### config.mk
export PLATFORM = sky130hd
export DESIGN_NAME = vram_port_arbiter
export DESIGN_NICKNAME = d
export VERILOG_FILES = /design/src/rtl/hack_pkg.sv /design/src/rtl/vram_wr_fifo.sv /design/src/rtl/vram_port_arbiter.sv
export SDC_FILE = /design/constraint.sdc
export NUM_CORES = 1
export LEC_CHECK = 0
export CORE_UTILIZATION = 56
export CTS_CLUSTER_SIZE = 16
export DETAILED_ROUTE_END_ITERATION = 16
export HOLD_SLACK_MARGIN = 0.03
export PLACE_DENSITY = 0.86
export SYNTH_ARGS = -nofsm -noshare
export SYNTH_HDL_FRONTEND = slang
export SYNTH_SLANG_ARGS = --single-unit
### constraint.sdc
create_clock -name clk -period 4.5 [get_ports clk]
set_input_delay 0.45 -clock clk [delete_from_list [all_inputs] [get_ports clk]]
set_output_delay 0.45 -clock clk [all_outputs]
set_load 0.03 [all_outputs]
### src/rtl/hack_pkg.sv
// Shared Hack-computer types and constants for the VRAM path.
package hack_pkg;

  localparam logic [14:0] SCREEN_BASE  = 15'h4000;
  localparam logic [14:0] SCREEN_LAST  = 15'h5FFF;
  localparam int unsigned SCREEN_WORDS = 8192;

  typedef logic [15:0]                       word_t;
  typedef logic [$clog2(SCREEN_WORDS)-1:0]   vram_addr_t;

  typedef enum logic [1:0] {IDLE, READ, WRITE} vram_arb_state_t;

  // One queued CPU screen store: 13-bit VRAM word address + 16-bit data.
  typedef struct packed {
    vram_addr_t addr;
    word_t      data;
  } wr_entry_t;

endpackage

### src/rtl/vram_wr_fifo.sv
// Small CPU write buffer; caller guarantees no push when full without a pop and no pop when empty.
module vram_wr_fifo
  import hack_pkg::*;
#(
  parameter int unsigned DEPTH = 4
) (
  input  logic                   clk,
  input  logic                   reset_n,
  input  logic                   push,
  input  logic                   pop,
  input  wr_entry_t              wdata,
  output wr_entry_t              head,
  output logic                   full,
  output logic                   empty,
  output logic [$clog2(DEPTH):0] count
);

  localparam int unsigned PW = $clog2(DEPTH);
  localparam int unsigned CW = PW + 1;

  wr_entry_t         mem [DEPTH];
  logic [PW-1:0]     wptr;
  logic [PW-1:0]     rptr;

  // Pointers wrap naturally because DEPTH is a power of two.
  always_ff @(posedge clk or negedge reset_n) begin
    if (!reset_n) begin
      wptr  <= '0;
      rptr  <= '0;
      count <= '0;
    end else begin
      if (push) wptr <= wptr + PW'(1);
      if (pop)  rptr <= rptr + PW'(1);
      count <= count + CW'(push) - CW'(pop);
    end
  end

  always_ff @(posedge clk) begin
    if (push) mem[wptr] <= wdata;
  end

  assign head  = mem[rptr];
  assign full  = (count == CW'(DEPTH));
  assign empty = (count == '0);

endmodule

### src/rtl/vram_port_arbiter.sv
// Shares single-port VRAM between VGA scan-out reads (strict priority) and buffered CPU screen stores.
module vram_port_arbiter
  import hack_pkg::*;
#(
  parameter int unsigned FIFO_DEPTH = 4,
  parameter int unsigned RAM_LAT    = 1
) (
  input  logic        clk,
  input  logic        reset_n,
  input  logic        cpu_we,
  input  logic [14:0] cpu_addr,
  input  logic [15:0] cpu_wdata,
  output logic        cpu_stall,
  input  logic        vga_req,
  input  logic [12:0] vga_addr,
  output logic        vga_ack,
  output logic        vga_rvalid,
  output logic [15:0] vga_rdata,
  output logic [12:0] ram_addr,
  output logic [15:0] ram_data,
  output logic        ram_wren,
  input  logic [15:0] ram_q,
  output logic        wr_overflow
);

  localparam int unsigned CW = $clog2(FIFO_DEPTH) + 1;

  vram_arb_state_t      state;
  vram_arb_state_t      next_state;
  logic                 screen_store;
  logic                 push;
  logic                 pop;
  logic                 full;
  logic                 empty;
  logic [CW-1:0]        count;
  wr_entry_t            push_entry;
  wr_entry_t            head;
  logic [RAM_LAT-1:0]   vld_pipe;
  word_t                rdata_hold;

  // Screen window decode; low 13 bits of the offset are the VRAM word address.
  assign screen_store = cpu_we && (cpu_addr >= SCREEN_BASE) && (cpu_addr <= SCREEN_LAST);
  assign push         = screen_store && (!full || pop);
  assign push_entry   = '{addr: 13'(cpu_addr - SCREEN_BASE), data: cpu_wdata};
  assign cpu_stall    = (count == CW'(FIFO_DEPTH));

  vram_wr_fifo #(.DEPTH(FIFO_DEPTH)) u_fifo (
    .clk     (clk),
    .reset_n (reset_n),
    .push    (push),
    .pop     (pop),
    .wdata   (push_entry),
    .head    (head),
    .full    (full),
    .empty   (empty),
    .count   (count)
  );

  // Per-cycle grant: VGA read first, else drain one queued write.
  always_comb begin
    next_state = IDLE;
    pop        = 1'b0;
    if (vga_req) begin
      next_state = READ;
    end else if (!empty) begin
      next_state = WRITE;
      pop        = 1'b1;
    end
  end

  always_ff @(posedge clk or negedge reset_n) begin
    if (!reset_n) begin
      state       <= IDLE;
      vga_ack     <= 1'b0;
      ram_wren    <= 1'b0;
      ram_addr    <= '0;
      ram_data    <= '0;
      wr_overflow <= 1'b0;
    end else begin
      state    <= next_state;
      vga_ack  <= (next_state == READ);
      ram_wren <= (next_state == WRITE);
      if (next_state == READ) begin
        ram_addr <= vga_addr;
      end else if (next_state == WRITE) begin
        ram_addr <= head.addr;
        ram_data <= head.data;
      end
      if (screen_store && full && !pop) wr_overflow <= 1'b1;
    end
  end

  // state==READ marks the cycle ram_addr carries a read address.
  always_ff @(posedge clk or negedge reset_n) begin
    if (!reset_n) begin
      vld_pipe   <= '0;
      rdata_hold <= '0;
    end else begin
      vld_pipe <= RAM_LAT'({vld_pipe, (state == READ)});
      if (vga_rvalid) rdata_hold <= ram_q;
    end
  end

  assign vga_rvalid = vld_pipe[RAM_LAT-1];
  assign vga_rdata  = vga_rvalid ? ram_q : rdata_hold;

endmodule

**Run 1: a small window of the routed layout**

Window x 40 to 70, y 40 to 70 microns. Cells in grey, sequential cells in the stronger grey; small squares are vias.
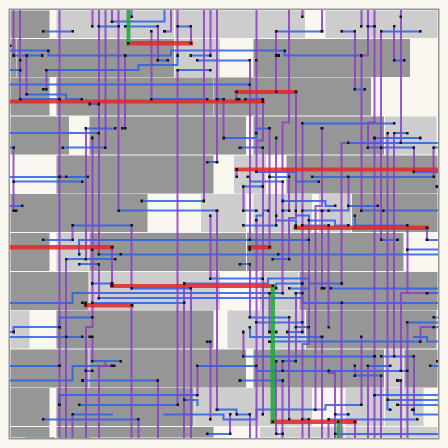
legend:
  blue:
    layer: met1
  green:
    layer: met4
  red:
    layer: met3
  purple:
    layer: met2
most frequent: edfxtp_1 (16)
sequential cells in the window: 20
netlist names of flops here include: u_fifo.mem (16), u_fifo.rptr (2)
cells with their middle in the window: 40

**Run 1: metal layers overlaid**

Drawn at 3 px/micron. Only two layers are drawn.
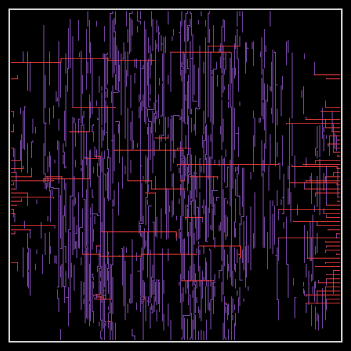
legend:
  red:
    layer: met3
    wire_length: 772 microns
  purple:
    layer: met2
    wire_length: 6530 microns

==> run summary, run 1 <==
run results: chain of cells forming the critical path clkdlybuf4s50_1, buf_4, or2_1, inv_4, ha_1, inv_1, ha_1, fa_1, xnor2_1, xnor2_1, clock insertion delay at the later pin of the skew report 0.42 ns, Net count, final 500, AO/OA Area Share 2.67%, global routing usage on met3 6.47%, average footprint of a synthesized cell 21.3 sq um, number of cells in the yosys synthesis report 308, final worst-path setup slack 1.37 ns, count of tool warnings 29, 1st-iter DRT viols 184, global router's overall resource usage 22.4%, Max Clock Skew 0.0234 ns, Setup Slack @ Placement 1.08 ns, Synth warnings 0, post-synthesis cell type with the largest combined area edfxtp_1, Clock buf/inv share 6.69%, Syn Inst Count 308, share of the core filled with cells in the final layout 73.3%, grt met1 use 29.0%, number of buffers inserted to repair setup after CTS 0, sort of element at the end of the critical path flop, CP required 4.83 ns, share of the cycle needed by the critical path after routing 69.5%, share of synthesized cell area in full adder, half adder and majority cells 1.45%, number of cell instances on the worst register-to-register path 9, non-clock buffering overhead in the final layout 13.7%, run status finished clean, Inverters 7, CTS tree done, met1 WL 5120 microns, cell area after synthesis 0.00657 sq mm, Detailed Place HPWL 7550 microns, cell row count 39, area of placed instances 0.00781 sq mm, ANT nets after route 0, static power due to leakage 0.00298 uW, number of logic gates 114
**Run 1: cell outlines without signal wires**

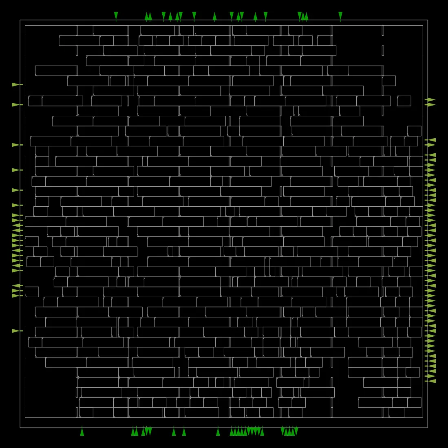
number of flip-flops and latches: 173
sequential cell area share: 58.7%
number of cells in the finished layout apart from fillers: 585
# fillers: 655

[run 1: kinds of logic after synthesis]
kind of cell               count (synthesis)
and+or+nand+nor                           25
adders and majority gates                  7
xor gates and xnor gates                   5
AOI/OAI and AO/OA                         15
muxes                                     62
DFF                                      173
buffers and inverters                     21
[run 1: sequential cells by signal (all words and copies together), names as in the netlist, 2 cells and up]
signal and cells:
ram_addr 13, ram_data 16, rdata_hold 16, u_fifo.mem 116, u_fifo.rptr 2, u_fifo.count 3, u_fifo.wptr 2
[run 1: where the power goes]
group	total, uW	switching (uW)	internal (uW)
Combinational	1550	742	811
Clock	1390	570	817
Sequential	2210	246	1970
Total	5150	1560	3590
**Run 1: wiring heat map**

Drawn at 2 px/micron. The die is cut into 22 by 22 equal tiles; dark purple is low, yellow is high, scaled to the fullest tile. Values are wire area over tile area, all layers added.
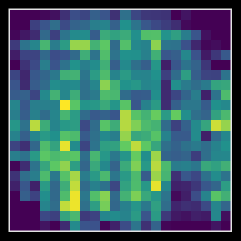

==> run 2, diff against run 1 <==
- CORE_UTILIZATION: 56 -> 47
- PLACE_DENSITY: 0.86 -> 0.77
- clock period: 4.5 -> 2.6 ns (I/O delays scaled with it)
**Run 2: wiring heat map**

Drawn at 2 px/micron. The die is cut into 24 by 24 equal tiles; dark purple is low, yellow is high, scaled to the fullest tile. Values are wire area over tile area, all layers added.
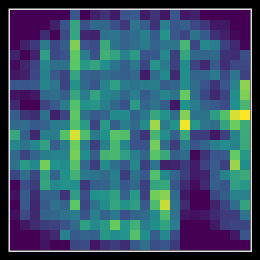
emptiest ninth of the die: bottom right
tiles over half the peak: 19%
mean over tiles: 0.13
nearly empty tiles: 10%
fullest tile: 0.41

==> run summary, run 2 <==
run results: number of cell instances on the worst register-to-register path 9 (unchanged), CP required 2.34 ns (-2.49 ns), global router's overall resource usage 18.4% (-4.0 points), Inverters 7 (unchanged), Detailed Place HPWL 7980 microns (+5.6%), Net count, final 515 (+3.0%), number of flip-flops and latches 173 (unchanged), number of logic gates 114 (unchanged), run status finished clean, chain of cells forming the critical path mux2_2, clkdlybuf4s50_1, share of synthesized cell area in full adder, half adder and majority cells 1.45% (unchanged), global routing usage on met3 4.39% (-2.1 points), Clock buf/inv share 6.07% (-0.63 points), 1st-iter DRT viols 121 (-34%), CTS tree done, average footprint of a synthesized cell 21.3 sq um (unchanged), AO/OA Area Share 2.67% (unchanged), share of the cycle needed by the critical path after routing 93.5%, clock insertion delay at the later pin of the skew report 0.42 ns (about the same), largest register by flop count u_fifo.mem, post-synthesis cell type with the largest combined area edfxtp_1, cell area after synthesis 0.00657 sq mm (unchanged)
**Run 2: cell outlines without signal wires**

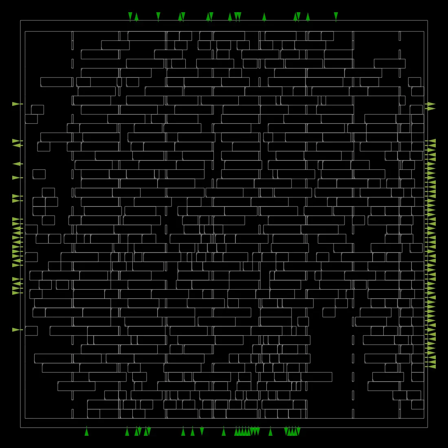
placeable core region: 0.0135 sq mm
number of cells in the finished layout apart from fillers: 633
# fillers: 960
sequential cell area share: 57.8%

-- run 2: through the flow --
stage / utilization, % / instance area, sq um
5_1_grt: 63.2 / 8500
4_1_cts: 63.2 / 8500
6_report: 63.2 / 8500
2_1_floorplan: - / 6570
3_5_place_dp: 59.3 / 7970
3_3_place_gp: 59.3 / 7970
-- run 2: worst reg2reg max path, delay by kind of cell (launching register included) --
kind,cells,cell delay (ns)
xor+xnor,2,0.33
fa+ha+maj,3,0.85
buf+inv,2,0.08
flops,1,0.41
simple gates,2,0.44
-- run 2: per-layer routing --
layer	part of all wire, %	routed length (microns)
met2	49	5970
met5	0	0
met1	43	5230
met4	1.6	199
met3	5.6	679
-- run 2: power by group --
group	internal, uW	switching, uW
Clock	1260	951
Combinational	1490	1380
Sequential	3400	302
Power is estimated from default activity; no workload was simulated.
